<file path="src/rtl/xnor_serial_compare_ctrl.sv">
// Bit-serial equality/match counter: streams operand bits LSB first to a shared
// external xnor gate and accumulates the returned match bits.
//
// state   | meaning
// S_IDLE  | waiting for start; operands ignored
// S_SHIFT | presenting bit pair, sampling xnor_in, WIDTH cycles
// S_DONE  | one-cycle completion pulse, results valid
module xnor_serial_compare_ctrl #(
   parameter int WIDTH = 8,
   localparam int CW = $clog2(WIDTH + 1)
) (
   input  logic             clk,
   input  logic             reset,
   input  logic             start,
   input  logic [WIDTH-1:0] a,
   input  logic [WIDTH-1:0] b,
   output logic             bit_a,
   output logic             bit_b,
   input  logic             xnor_in,
   output logic             busy,
   output logic             done,
   output logic             equal,
   output logic [CW-1:0]    match_count
);

   typedef enum logic [1:0] {
      S_IDLE  = 2'd0,
      S_SHIFT = 2'd1,
      S_DONE  = 2'd2
   } state_t;

   state_t           state_q;
   logic [WIDTH-1:0] sa_q;
   logic [WIDTH-1:0] sb_q;
   logic [CW-1:0]    cnt_q;
   logic [CW-1:0]    acc_q;
   logic [CW-1:0]    acc_d;
   logic [CW-1:0]    match_count_q;
   logic             equal_q;
   logic             last_bit;

   // acc_d includes the bit sampled on this edge, so the final load sees all WIDTH bits
   assign acc_d    = acc_q + CW'(xnor_in);
   assign last_bit = (cnt_q == CW'(WIDTH - 1));

   always_ff @(posedge clk) begin
      if (reset) begin
         state_q       <= S_IDLE;
         sa_q          <= '0;
         sb_q          <= '0;
         cnt_q         <= '0;
         acc_q         <= '0;
         match_count_q <= '0;
         equal_q       <= 1'b0;
      end else begin
         case (state_q)
            S_IDLE: begin
               if (start) begin
                  sa_q    <= a;
                  sb_q    <= b;
                  cnt_q   <= '0;
                  acc_q   <= '0;
                  state_q <= S_SHIFT;
               end
            end
            S_SHIFT: begin
               acc_q <= acc_d;
               sa_q  <= sa_q >> 1;
               sb_q  <= sb_q >> 1;
               cnt_q <= cnt_q + CW'(1);
               if (last_bit) begin
                  match_count_q <= acc_d;
                  equal_q       <= (acc_d == CW'(WIDTH));
                  state_q       <= S_DONE;
               end
            end
            S_DONE: begin
               state_q <= S_IDLE;
            end
            default: begin
               state_q <= S_IDLE;
            end
         endcase
      end
   end

   assign bit_a       = (state_q == S_SHIFT) & sa_q[0];
   assign bit_b       = (state_q == S_SHIFT) & sb_q[0];
   assign busy        = (state_q != S_IDLE);
   assign done        = (state_q == S_DONE);
   assign equal       = equal_q;
   assign match_count = match_count_q;

endmodule

</file>
<file path="config.mk">
export PLATFORM = sky130hd
export DESIGN_NAME = xnor_serial_compare_ctrl
export DESIGN_NICKNAME = d
export VERILOG_FILES = /design/src/rtl/xnor_serial_compare_ctrl.sv
export SDC_FILE = /design/constraint.sdc
export NUM_CORES = 1
export LEC_CHECK = 0
export CAP_MARGIN = 20
export CORE_UTILIZATION = 48
export CTS_BUF_LIST = sky130_fd_sc_hd__clkbuf_2 sky130_fd_sc_hd__clkbuf_4 sky130_fd_sc_hd__clkbuf_8
export DETAILED_ROUTE_END_ITERATION = 12
export PLACE_DENSITY = 0.74
export SYNTH_ARGS = -nofsm -noshare
export SYNTH_HDL_FRONTEND = slang
export SYNTH_SLANG_ARGS = --single-unit
</file>
<file path="constraint.sdc">
create_clock -name clk -period 1.9 [get_ports clk]
set_clock_uncertainty 0.1 [all_clocks]
set_input_delay 0.57 -clock clk [delete_from_list [all_inputs] [get_ports clk]]
set_output_delay 0.57 -clock clk [all_outputs]
set_load 0.05 [all_outputs]
</file>
### Routing congestion map, run 1

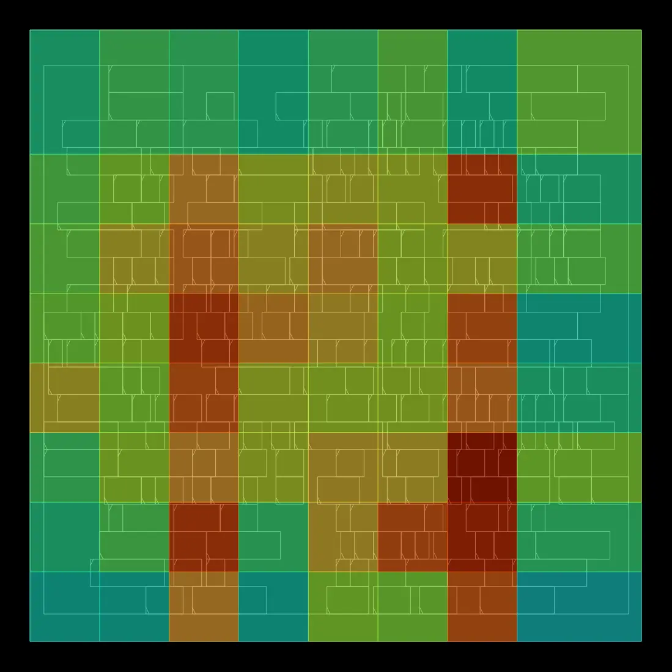
gr busiest metal: met2
met3 Resource Use GR: 0.0746
DR WL/cell: 13.4 um

### Layout detail, run 1

Region (18, 18) to (43, 43) um. Cells in gray, sequential cells in the stronger gray; small squares are vias.
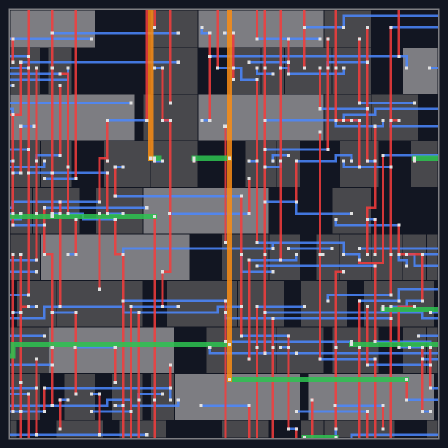
red -> metal 2
green -> metal 3
orange -> metal 4
blue -> metal 1
netlist names of flops here include = sa_q (4)
sequential cells in the window = 9
cells with their middle in the window = 53
most frequent = a21oi_1 (8), dfxtp_1 (8), buf_4 (8)

### Metal 2, run 1

Scale: 6 px per um.
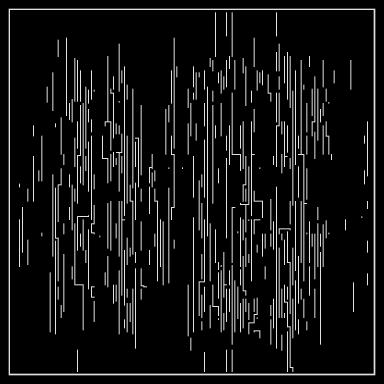
main direction = vertical
share of all routed wire = 48%
wire length on this layer = 1,780 um
nets with wire on the layer = 204

==> CHANGELOG.md, run 1 <==
## Flow update

* FP Util at 0.523
* Synth cell types at 36
* DR iter-0 viols at ~99
* Largest fanout on the critical path at 7
* Clock sink count at 31
* Port Buf Inserts at 28
* Hold buffers post-CTS at 0
* Tmin final at between 1.5 and 2 ns
* Syn nets at ~220
* Least-Margin Pin Slew at a little under 0.3 ns
* Global-route wire length before repair at about 6200 um
* Die height at 60.6 um
* DRT Pass-1 Iters at 4
* Synth-to-Final Area Change at 33.5%
* Max Fclk at 540 MHz
* Yosys chip area at 1650 sq um
* Crit Path Class: reg -> out
* Initial antenna violation count at 0
* Async SR Flop Fraction at 0
* Chip Area at 3670 sq um
* Buf/Inv on CP at 1
* Global route overflow at 0
* Worst path required time at ~1.2 ns
* Antenna cells at 0
* Largest logic family: AND-OR/OR-AND gates
* Peak supply drop at 0.000460 V
* Status: completed
* Synthesized cell area at around 1600 sq um
* Number of flops mapped to enable cells by yosys at 0
* CTS Buffer Depth at 2
* Total GRT Usage at 0.227
* Slowest stage delay, CP at 0.38 ns
* Layout cells sized above 1 at 0.210
* Post-synthesis cell count at between 150 and 200
* Io pins at 29
* Startpoint Class: flop
* Final Hold Fails at 0
* Die x size at 60.6 um
* Number of global-route vias before repair at between 1k and 1.5k
* Crit end category: output pin
* Fin. max-slew vios at 0
* Family with the most delay on the worst path: flip-flops
* Mux share at 0.0121
* Tool warnings at 27
* Crit-path slowest cell: dfxtp_4
* Cell Rows at 20
* Mean area per synthesized cell at about 8.4 sq um
* Routability Congestion at approximately 0.74
* H-tree depth at 2
* Aoi share at 0.278
* Post-route cell area at roughly 2200 sq um
* Dpl ws at -0.208 ns
* Clock Root Buffer: clkbuf_4
* Worst rel slew slack at 0.802
* Ys cells at a little under 200
* Clock transition at path regs at approximately 0.10 ns
* XOR Share, Synth at 0.0106
* WL final at around 3700 um
* Commonest flop: dfxtp_1
* Cells along the critical path: nand2b_4, nor2_1, buf_6
* Cell Pwr Density at approximately 730 nW/um^2
* Vias/cell at approximately 5.5
* Simple-gate area share of the yosys netlist at 0.183
* CTS tree: done
* Min-Delay Path Class: reg -> reg
* Post-route DRC at 0
* Post-layout util at 0.698
* Worst skew pair latency at roughly 0.33 ns
* Final #Nets at ~260
* CTS buffer count at 5
* RSZ-0062 raised after global routing: false
* Largest net degree at the start of global routing at 29
* Synth Seq Share at 0.376
* Routed via count at 1,520
* Antenna-violating nets left at 0
* Adder Share, Synth at 0.0228
* Crit share post-route at 0.974
* Leak at 0.889 nW
* Core Region at between 3000 and 4000 sq um
* Yosys warns at 0
* Max cap viols at 0
* Yosys reg bits at 31
* Setup slack after layout at around 0.049 ns
## run 1: per-layer routing
layer | track usage | up-vias | share of wire
li1 | - | 757 | -
met1 | 0.264 | 709 | 0.45
met2 | 0.388 | 46 | 0.48
met3 | 0.0746 | 8 | 0.062
met4 | 0.0844 | 0 | 0.014
met5 | 0 | - | 0
## run 1: through the flow
stage | setup TNS (ns) | hold slack, ns | total power [mW] | instances
after floorplan | -0.413 | 0.350 | 0.880 | 197
after global placement | -0.523 | 0.359 | 0.952 | 262
after detailed placement | -0.894 | 0.368 | 0.963 | 262
after CTS | 0 | 0.381 | 1.63 | 274
after global routing | 0 | 0.415 | 1.68 | 277
final | 0 | 0.381 | 1.62 | 277
## run 1: report_power, final
group / internal (mW) / total [mW] / leakage (nW) / switching [mW]
registers: 0.682 / 0.709 / 0.256 / 0.0267
logic: 0.135 / 0.252 / 0.577 / 0.118
clock network: 0.425 / 0.657 / 0.0559 / 0.232
total: 1.24 / 1.62 / 0.889 / 0.376
## run 1: worst paths after layout
kind	startpoint	to	slack [ns]	depth (start not counted)
setup reg to reg	state_q[1]$_SDFFE_PP0P_	acc_q[0]$_SDFFE_PP0P_	0.36	6
hold / removal	sb_q[7]$_SDFFE_PP0P_	sb_q[7]$_SDFFE_PP0P_	0.38	2
hold reg to reg	sb_q[7]$_SDFFE_PP0P_	sb_q[7]$_SDFFE_PP0P_	0.38	2
setup / recovery	state_q[1]$_SDFFE_PP0P_	bit_b	0.05	3
## run 1: layout make-up
class / count / area, sq um
Clock inverter: 2 / 60.1
Multi-Input combinational cell: 132 / 846
Sequential cell: 31 / 628
Clock buffer: 6 / 45.0
Fill cell: 261 / 951
Tap cell: 44 / 55.1
Timing Repair Buffer: 47 / 512
Inverter: 15 / 56.3
## run 1: sequential cells by signal (all words and copies together) (netlist names)
name	flops
sa_q	8
equal	1
acc_q	4
state_q	2
cnt_q	4
match_count	4
sb_q	8
## run 1: repair_timing
action,4_1_cts,5_1_grt
gates resized,6,3
endpoints found under the setup margin,4,3
setup buffers,4,3
## run 1: cell usage in the layout, fill, tap and decap left out, drive strengths merged, types with 4 or more instances in the layout
| master | instances |
|---|---|
| a21oi | 33 |
| dfxtp | 31 |
| nor2 | 28 |
| buf | 28 |
| clkdlybuf4s50 | 19 |
| inv | 15 |
| o221a | 12 |
| clkbuf | 6 |
| nand3b | 5 |
| o21ai | 5 |
| nand2b | 5 |
| nor2b | 5 |
| nand2 | 4 |
| nand3 | 4 |
## run 1: cells in the mapped netlist, types with 2 or more instances
library cell,instances,area [sq um]
clkbuf_1,2,7.51
nor3b_1,2,15.0
a22oi_1,3,22.5
buf_4,3,22.5
ha_1,3,37.5
o21a_1,2,15.0
nand2b_1,4,25.0
buf_6,6,67.6
nor3_1,2,10.0
dfxtp_1,31,621
nand3_1,4,20.0
a21o_1,2,15.0
o22a_1,3,26.3
mux2i_1,2,20.0
buf_2,7,35.0
o221a_1,6,67.6
nand2_1,4,15.0
nor2_1,28,105
o221a_2,6,67.6
nand3b_1,5,37.5
a211oi_1,3,22.5
inv_1,15,56.3
a21oi_1,33,165
o21ai_0,5,25.0
nor2b_1,5,31.3
### Where the registers sit, run 1

Scale: 6 px per um. Other sequential cells in the stronger gray, the rest of the logic in the fainter gray.
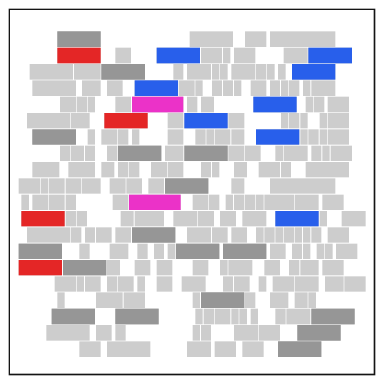

==> run 1 -> run 2 <==
Settings changed: PLACE_DENSITY 0.74 to 0.77.
Clock period 1.9 ns to 1.7 ns, I/O delays scaled along.
### Where the registers sit, run 2

Scale: 6 px per um. Other sequential cells in the stronger gray, the rest of the logic in the fainter gray.
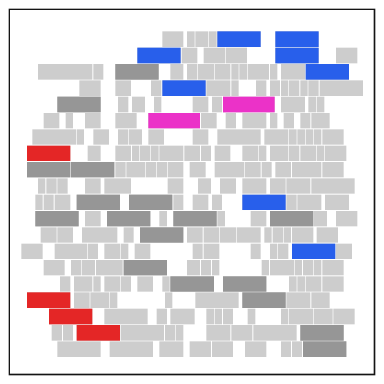
blue -> sb_q  # placed flops 8
red -> match_count  # placed flops 4, where bottom left
magenta -> state_q  # placed flops 2
Seq. pwr: 793 uW
post-layout util: 0.704
FF+latch area: 628 sq um
Seq/total area: 0.283

==> run 2 against run 1 <==
Compared with the run above: the run now ends with setup timing left; largest cell class unchanged; final area is 0.74% higher; via count is 2.0% higher; synthesized cell count unchanged; largest power group unchanged.
==> CHANGELOG.md, run 2 <==
## Flow update

* Yosys warns at 0 (unchanged)
* Cell type with the largest total area: dfxtp_1
* Synth-to-Final Area Change at 34.5%
* Setup slack after layout at -0.0419 ns (-0.0906 ns)
* Commonest flop: dfxtp_1
* Ys cells at 197 (unchanged)
* Vias/cell at 5.60 (+2.0%)
* WL final at 4100 um (+10%)
* Top Metal Used: met4
* CP arrival at approximately 1.1 ns
* Worst skew pair latency at 0.33 ns (about the same)
* Most frequent cells in the layout: a21oi_1 (33), dfxtp_1 (29), nor2_1 (26), clkdlybuf4s50_1 (19), buf_4 (16)
* Syn nets at 220 (unchanged)
* Max cap viols at 0 (unchanged)
* Wire length on met2 at 2160 um (+22%)
* CTS Buffer Depth at 2 (unchanged)
* Die height at 60.6 um (unchanged)
* DRT Pass-1 Iters at 4 (unchanged)
* Final Hold Fails at 0 (unchanged)
* Mean area per synthesized cell at 8.37 sq um (unchanged)
* Least-Margin Pin Slew at 0.296 ns (-0.00185 ns)
* Antenna-violating nets left at 0 (unchanged)
* Chip Area at 3670 sq um (unchanged)
* Number of flops mapped to enable cells by yosys at 0 (unchanged)
* Cell Pwr Density at 696 nW/um^2 (-5.3%)
* Fill cells at 259 (-0.77%)
* Cells after DPL at 265 (+1.1%)
* Dpl ws at -0.410 ns (-0.202 ns)
* Status: complete, but fails checks
* Failing checks: setup timing
* RSZ-0062 raised after global routing: true
* Port Buf Inserts at 28 (unchanged)
* Crit share post-route at 1.02
* DR WL met3 at 144 um (-38%)
* Tool warnings at 29 (+7.4%)
* Largest registers: sa_q (8), sb_q (8)
* Peak supply drop at 0.000585 V (+27%)
* Yosys reg bits at 31 (unchanged)
* Clock sink count at 31 (unchanged)
* Max Fclk at approximately 570 MHz
* Post-synth area hogs: dfxtp_1 (38%), a21oi_1 (10%), nor2_1 (6.4%)
* Largest fanout on the critical path at 6 (-1)
* Global route overflow at 0 (unchanged)
* Setup TNS at -0.0811 ns (-0.0811 ns)
* CTS tree: done
* Synth cell types at 36 (unchanged)
* Synth top area share at 0.376 (unchanged)
* Post-route DRC at 0 (unchanged)
* Cell Area, Placed at between 2000 and 2500 sq um
* Crit Path Class: reg -> out
* H-tree depth at 2 (unchanged)
* Synth Seq Share at 0.376 (unchanged)
* Post-route cell area at 2220 sq um (+0.74%)
* Setup-failing EPs final at 3
* Worst rel slew slack at 0.803 (+0.00123)
* Synthesized cell area at 1650 sq um (unchanged)
* Die x size at 60.6 um (unchanged)
* Synth top cells by count: a21oi_1 (33), dfxtp_1 (31), nor2_1 (28)
* DR iter-0 viols at 98 (-1.0%)
* Io pins at 29 (unchanged)
* Routability Congestion at 0.788 (+6.1%)
* DP HPWL at about 2800 um
* Antenna cells at 0 (unchanged)
* Startpoint Class: flop
* Worst path required time at 1.09 ns (-0.14 ns)
* Core Region at 3150 sq um (unchanged)
* Fin Hold WS at 0.386 ns (+0.00525 ns)
* Routed via count at 1,550 (+2.0%)
* Async SR Flop Fraction at 0 (unchanged)
* Final #Nets at 255 (unchanged)
* Min-Delay Path Class: reg -> reg
* FP Util at 0.523 (unchanged)
* Fin. max-slew vios at 0 (unchanged)
* Post-Layout Cell Count at 277 (unchanged)
* Layout cells sized above 1 at 0.236 (+0.0258)
* CTS buffer count at 5 (unchanged)
* Initial antenna violation count at 0 (unchanged)
* Global-route wire length before repair at 6820 um (+10%)
* Clock transition at path regs at 0.10 ns (about the same)
* Clock Root Buffer: clkbuf_4
* Commonest Layout Cell: a21oi_1
* Yosys chip area at 1650 sq um (unchanged)
* Crit end category: output pin
* M1 wire length at 1740 um (+5.1%)
* Post-synthesis cell count at 197 (unchanged)
* Tmin final at ~1.7 ns
* Total GRT Usage at 0.251 (+0.0239)
* Count leader, synth: a21oi_1
* Hold buffers post-CTS at 0 (unchanged)
* Number of global-route vias before repair at 1,500 (+5.0%)
* Tot Pwr at 1.54 mW (-4.6%)
* Largest net degree at the start of global routing at 33 (+14%)
* Cell Rows at 20 (unchanged)
* Leak at 0.873 nW (-1.8%)
### Routing congestion map, run 2

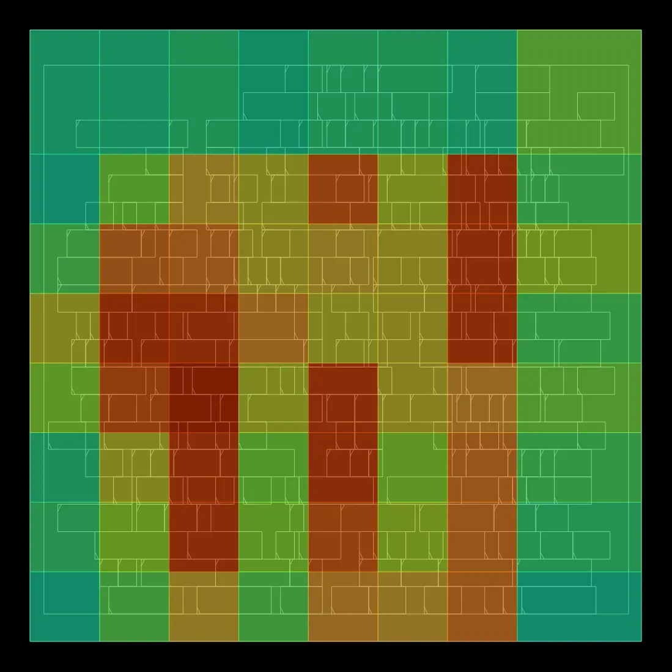
met2 usage: 0.455
DR WL/cell: 14.8 um
met3 Resource Use GR: 0.0490

## run 2: cell counts after synthesis
Identical to the previous run, type by type.
## run 2: routing by layer
layer | track usage | vias to the layer above
met5 | 0 | -
met4 | 0.0909 | 0
met3 | 0.0490 | 6
met2 | 0.455 | 38
met1 | 0.292 | 746
li1 | - | 760
## run 2: logic make-up after synthesis
| group | Yosys count | share of synthesized area |
|---|---|---|
| AOI/OAI and AO/OA | 66 | 0.278 |
| DFF | 31 | 0.376 |
| buffers and inverters | 34 | 0.117 |
| adders and majority gates | 3 | 0.0228 |
| muxes | 2 | 0.0121 |
| and+or+nand+nor | 59 | 0.183 |
| xor gates and xnor gates | 2 | 0.0106 |
## run 2: cell type report
cell class,count,area (sq um),share of cell area
clock inverters,1,5.00,0.00226
repair buffers,47,533,0.240
inverters,15,56.3,0.0254
well taps,44,55.1,0.0248
multi-input cells,132,888,0.400
flip-flops and latches,31,628,0.283
clock buffers,7,52.6,0.0237
## run 2: what timing repair did
| action | in CTS | in global routing |
|---|---|---|
| pin swaps | 1 | 0 |
| setup buffers | 4 | 0 |
| gates resized | 11 | 2 |
| endpoints found under the setup margin | 5 | 5 |
## run 2: final timing paths
check / start / endpoint / slack [ns] / cells after the start
setup / recovery: state_q[1]$_SDFFE_PP0P_ / bit_a / -0.04 / 3
hold / removal: sb_q[7]$_SDFFE_PP0P_ / sb_q[7]$_SDFFE_PP0P_ / 0.39 / 2
setup reg to reg: state_q[0]$_SDFFE_PP0P_ / match_count[2]$_SDFFE_PP0P_ / 0.19 / 4
hold reg to reg: sb_q[7]$_SDFFE_PP0P_ / sb_q[7]$_SDFFE_PP0P_ / 0.39 / 2
## run 2: power breakdown
part / leakage [nW] / internal, mW / switching, mW
combinational: 0.581 / 0.162 / 0.142
sequential: 0.256 / 0.762 / 0.0310
clock: 0.0361 / 0.193 / 0.254
## run 2: critical path: stages (launching register included)
cell      delay [ns]
dfxtp_4         0.37
nand2b_4        0.18
nor2_4          0.11
buf_12          0.14
Power and IR drop assume default switching activity.
